File: src/rtl/commit_trace_buffer.sv
// Commit trace buffer: captures retired {pc, ir} pairs from write-back into a
// first-word-fall-through FIFO, with selectable drop-newest / overwrite-oldest overflow.
module commit_trace_buffer #(
  parameter int              DW     = 32,
  parameter int              DEPTH  = 16,
  parameter int              LIMIT  = 1200,
  parameter int              MODE   = 0,
  parameter logic [DW-1:0]   BUBBLE = DW'(32'hffffffff)
) (
  input  logic                       clk_in,
  input  logic                       reset,
  input  logic                       clear,
  input  logic                       cap_en,
  input  logic [DW-1:0]              wb_pc,
  input  logic [DW-1:0]              wb_ir,
  input  logic                       rd_ready,
  output logic                       rd_valid,
  output logic [2*DW-1:0]            rd_data,
  output logic [$clog2(DEPTH):0]     occupancy,
  output logic                       full,
  output logic                       empty,
  output logic [31:0]                ret_cnt,
  output logic [15:0]                drop_cnt,
  output logic                       overflow,
  output logic                       done
);

  localparam int AW = $clog2(DEPTH);
  localparam bit OVERWRITE = (MODE == 1);

  logic [2*DW-1:0] mem [DEPTH];
  logic [AW-1:0]   wr_ptr;
  logic [AW-1:0]   rd_ptr;

  logic commit;
  logic pop;
  logic lost;
  logic write;

  assign empty    = (occupancy == '0);
  assign full     = (occupancy == (AW+1)'(DEPTH));
  assign rd_valid = !empty;
  assign rd_data  = mem[rd_ptr];
  assign done     = (ret_cnt == 32'(LIMIT));

  assign commit = cap_en && (wb_ir != BUBBLE) && !done && !clear;
  assign pop    = rd_ready && rd_valid && !clear;
  // A commit into a full buffer with no pop loses one entry: the new one in
  // drop mode, the oldest one in overwrite mode.
  assign lost   = commit && full && !pop;
  assign write  = commit && (!full || pop || OVERWRITE);

  // NOTE: the trace storage has no reset; pointers and occupancy alone decide
  // what is valid, so clearing the array would only cost reset fan-out.
  always_ff @(posedge clk_in) begin
    if (write) mem[wr_ptr] <= {wb_pc, wb_ir};
  end

  // NOTE: all sequential state uses non-blocking assignments so every update
  // below sees the pre-edge values of its neighbours.
  always_ff @(posedge clk_in or posedge reset) begin
    if (reset) begin
      wr_ptr    <= '0;
      rd_ptr    <= '0;
      occupancy <= '0;
    end else if (clear) begin
      wr_ptr    <= '0;
      rd_ptr    <= '0;
      occupancy <= '0;
    end else begin
      if (write) wr_ptr <= wr_ptr + 1'b1;
      if (pop || (lost && OVERWRITE)) rd_ptr <= rd_ptr + 1'b1;
      if (commit && !pop && !full)    occupancy <= occupancy + 1'b1;
      else if (pop && !commit)        occupancy <= occupancy - 1'b1;
    end
  end

  always_ff @(posedge clk_in or posedge reset) begin
    if (reset) begin
      ret_cnt  <= '0;
      drop_cnt <= '0;
      overflow <= 1'b0;
    end else if (clear) begin
      ret_cnt  <= '0;
      drop_cnt <= '0;
      overflow <= 1'b0;
    end else begin
      // commit already excludes done, so ret_cnt cannot pass LIMIT
      if (commit) ret_cnt <= ret_cnt + 32'd1;
      if (lost) begin
        overflow <= 1'b1;
        if (drop_cnt != 16'hffff) drop_cnt <= drop_cnt + 16'd1;
      end
    end
  end

endmodule

File: config.mk
export PLATFORM = sky130hd
export DESIGN_NAME = commit_trace_buffer
export DESIGN_NICKNAME = d
export VERILOG_FILES = /design/src/rtl/commit_trace_buffer.sv
export SDC_FILE = /design/constraint.sdc
export NUM_CORES = 1
export LEC_CHECK = 0
export ABC_AREA = 1
export CAP_MARGIN = 20
export CORE_UTILIZATION = 43
export CTS_BUF_LIST = sky130_fd_sc_hd__clkbuf_8
export CTS_CLUSTER_SIZE = 24
export DETAILED_ROUTE_END_ITERATION = 16
export SLEW_MARGIN = 20
export SYNTH_ARGS = -nofsm -noshare
export SYNTH_HDL_FRONTEND = slang
export SYNTH_SLANG_ARGS = --single-unit
File: constraint.sdc
create_clock -name clk_in -period 6.76 [get_ports clk_in]
set_input_delay 1.69 -clock clk_in [delete_from_list [all_inputs] [get_ports clk_in]]
set_output_delay 1.69 -clock clk_in [all_outputs]
set_load 0.01 [all_outputs]
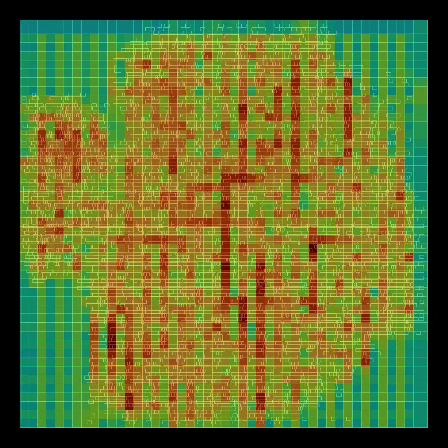
**Above:** routing congestion map.
post-layout util: 50.4%
GRT busiest layer: met2
Tot GR Track Use: 22.6%

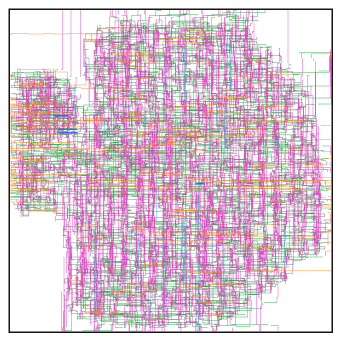
**Above:** routed metal, one color a layer.
(1 px per um)
legend:
  magenta:
    layer: metal 2
    wire_length: 54.9 mm
  blue:
    layer: metal 5
    wire_length: 55.2 um
  green:
    layer: metal 1
    wire_length: 50.7 mm
  cyan:
    layer: metal 4
    wire_length: 2440 um
  orange:
    layer: metal 3
    wire_length: 8530 um
routed vias: 28787
WL per Instance: 22.5 um

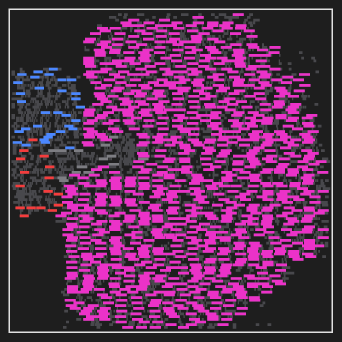
**Above:** where the registers sit.
(1 px per um) Other sequential cells in the stronger gray, the rest of the logic in the fainter gray.
legend:
  magenta:
    name_in_the_netlist: mem
    flops: 1024
  red:
    name_in_the_netlist: drop_cnt
    flops: 16
    where: middle left
  blue:
    name_in_the_netlist: ret_cnt
    flops: 32
not colored: 14
storage element area: 0.0323 mm^2
flop share of the area: 63.7%
seq pwr: 7580 uW

==> metrics.yaml <==
status: "completed"
cts_num_sinks: 1086
root_buffer: "clkbuf_8"
grt_pass1_vias: 27904
slew_headroom_pct: 27.7
routabilityCongestion: 0.859
syn_to_final_growth_pct: 15.5
yosysWarnings: 0
synthCells: 3430
logic_area_mm2: 0.0104
critPathCaptureType: "output port"
start_kind: "register"
cts_buffers: 179
finalClockPeriodUsage_pct: 89.5
dp_cells: 4850
yosys_area_mm2: 0.0439
rsz0062_at_grt: "no"
die_y_um: 322
cp.required_ns: 5.07
largest_reg_flops: 1024
wirelength_mm: 117
htreeDepth: 4
syn_area_per_cell_um2: 12.8
timing.final.crit_period_ns: 6.05
p_leak_uw: 0.0174
total_power_uw: 15700
initial_core_util_pct: 43.6
die_w_um: 322
ys_cells: 3430
tightest_slew_ns: 1.08
hold_class: "reg -> reg"
final_nets: 3756
powerDensity_mw_per_mm2: 309
drive_gt1_share_pct: 11.4
worst max-delay path, stage by stage (launching register included):
cell,delay [ns]
dfrtp_4,0.88
inv_6,0.40
nand2_4,0.19
clkinv_2,0.47
buf_12,0.40
nand3_1,0.09
nand4_1,0.17
nand2_1,0.17
clkdlybuf4s50_1,0.63
Yosys cell counts (all sizes together):
cell	count	area, um^2
xor2	18	158
o221a	16	180
o21ai	393	2050
ha	12	150
o22ai	79	494
o221ai	33	289
nand4	62	424
nand3b	1	7.51
clkinv	1	3.75
a31oi	1	6.26
dfrtp	62	1550
o31ai	2	15.0
o21a	1	7.51
clkbuf	92	345
a21oi	165	826
edfxtp	1024	30700
a221oi	79	692
fa	1	20.0
nand2	595	2260
nor3b	3	22.5
nor4	3	31.3
xnor2	2	17.5
nor2	353	1390
inv	75	284
nor3	37	195
nand3	198	1060
buf	122	681
area by class of cell:
class | count | share of cell area [%]
tap | 1357 | 3.35
timing repair buffer | 277 | 5.24
clock inverter | 140 | 1.53
sequential | 1086 | 63.7
clock buffer | 187 | 5.08
inverter | 76 | 0.600
antenna | 3 | 0.0148
multi-input combinational | 2054 | 20.5
stage by stage:
step / instance area (um^2) / setup slack (ns) / util, % / hold WS (ns)
final: 50700 / 0.713 / 50.4 / 0.542
after global placement: 47400 / 1.33 / 47.1 / 0.518
after CTS: 50700 / 0.587 / 50.4 / 0.531
after detailed placement: 47400 / 1.29 / 47.1 / 0.514
after floorplan: 43900 / -0.579 / - / 0.519
after global routing: 50700 / 0.492 / 50.4 / 0.586
routing by layer:
metal  up-vias  part of all wire [%]  global-route usage (%)
li1      13228                     -                       -
met1     14398                    43                    30.8
met2       982                    47                    35.8
met3       171                   7.3                    5.36
met4         8                   2.1                    6.74
met5         -                 0.047                       0
logic make-up (layout without fill, tap and decap cells):
| logic type | after synthesis | in the layout | synth area share (%) |
|---|---|---|---|
| adders and majority gates | 13 | 13 | 0.388 |
| DFF | 1086 | 1086 | 73.6 |
| other | 0 | 3 | 0 |
| buffers and inverters | 290 | 680 | 2.99 |
| AOI/OAI and AO/OA | 769 | 769 | 10.4 |
| xor gates and xnor gates | 20 | 20 | 0.399 |
| and+or+nand+nor | 1252 | 1252 | 12.3 |
power breakdown:
group / internal (uW) / switching [uW] / leakage [uW] / total (uW)
Combinational: 919 / 1760 / 0.00538 / 2680
Clock: 2770 / 2630 / 0.00195 / 5400
Sequential: 7470 / 113 / 0.0101 / 7580
path summary, 6_finish.rpt:
| check | from | depth (start not counted) | end | slack (ns) |
|---|---|---|---|---|
| worst max register to register | ret_cnt[0]$_DFFE_PP0P_ | 13 | mem[14][28]$_DFFE_PP_ | 3.13 |
| worst min-delay path | overflow$_DFFE_PP0P_ | 2 | overflow$_DFFE_PP0P_ | 0.54 |
| min in group asynchronous | reset | 2 | ret_cnt[23]$_DFFE_PP0P_ | 1.30 |
| max in group asynchronous | reset | 3 | rd_ptr[3]$_DFFE_PP0P_ | 4.47 |
| worst max-delay path | rd_ptr[1]$_DFFE_PP0P_ | 8 | rd_data[26] | 0.71 |
| worst min register to register | overflow$_DFFE_PP0P_ | 2 | overflow$_DFFE_PP0P_ | 0.54 |
Power is estimated from default activity; no workload was simulated.
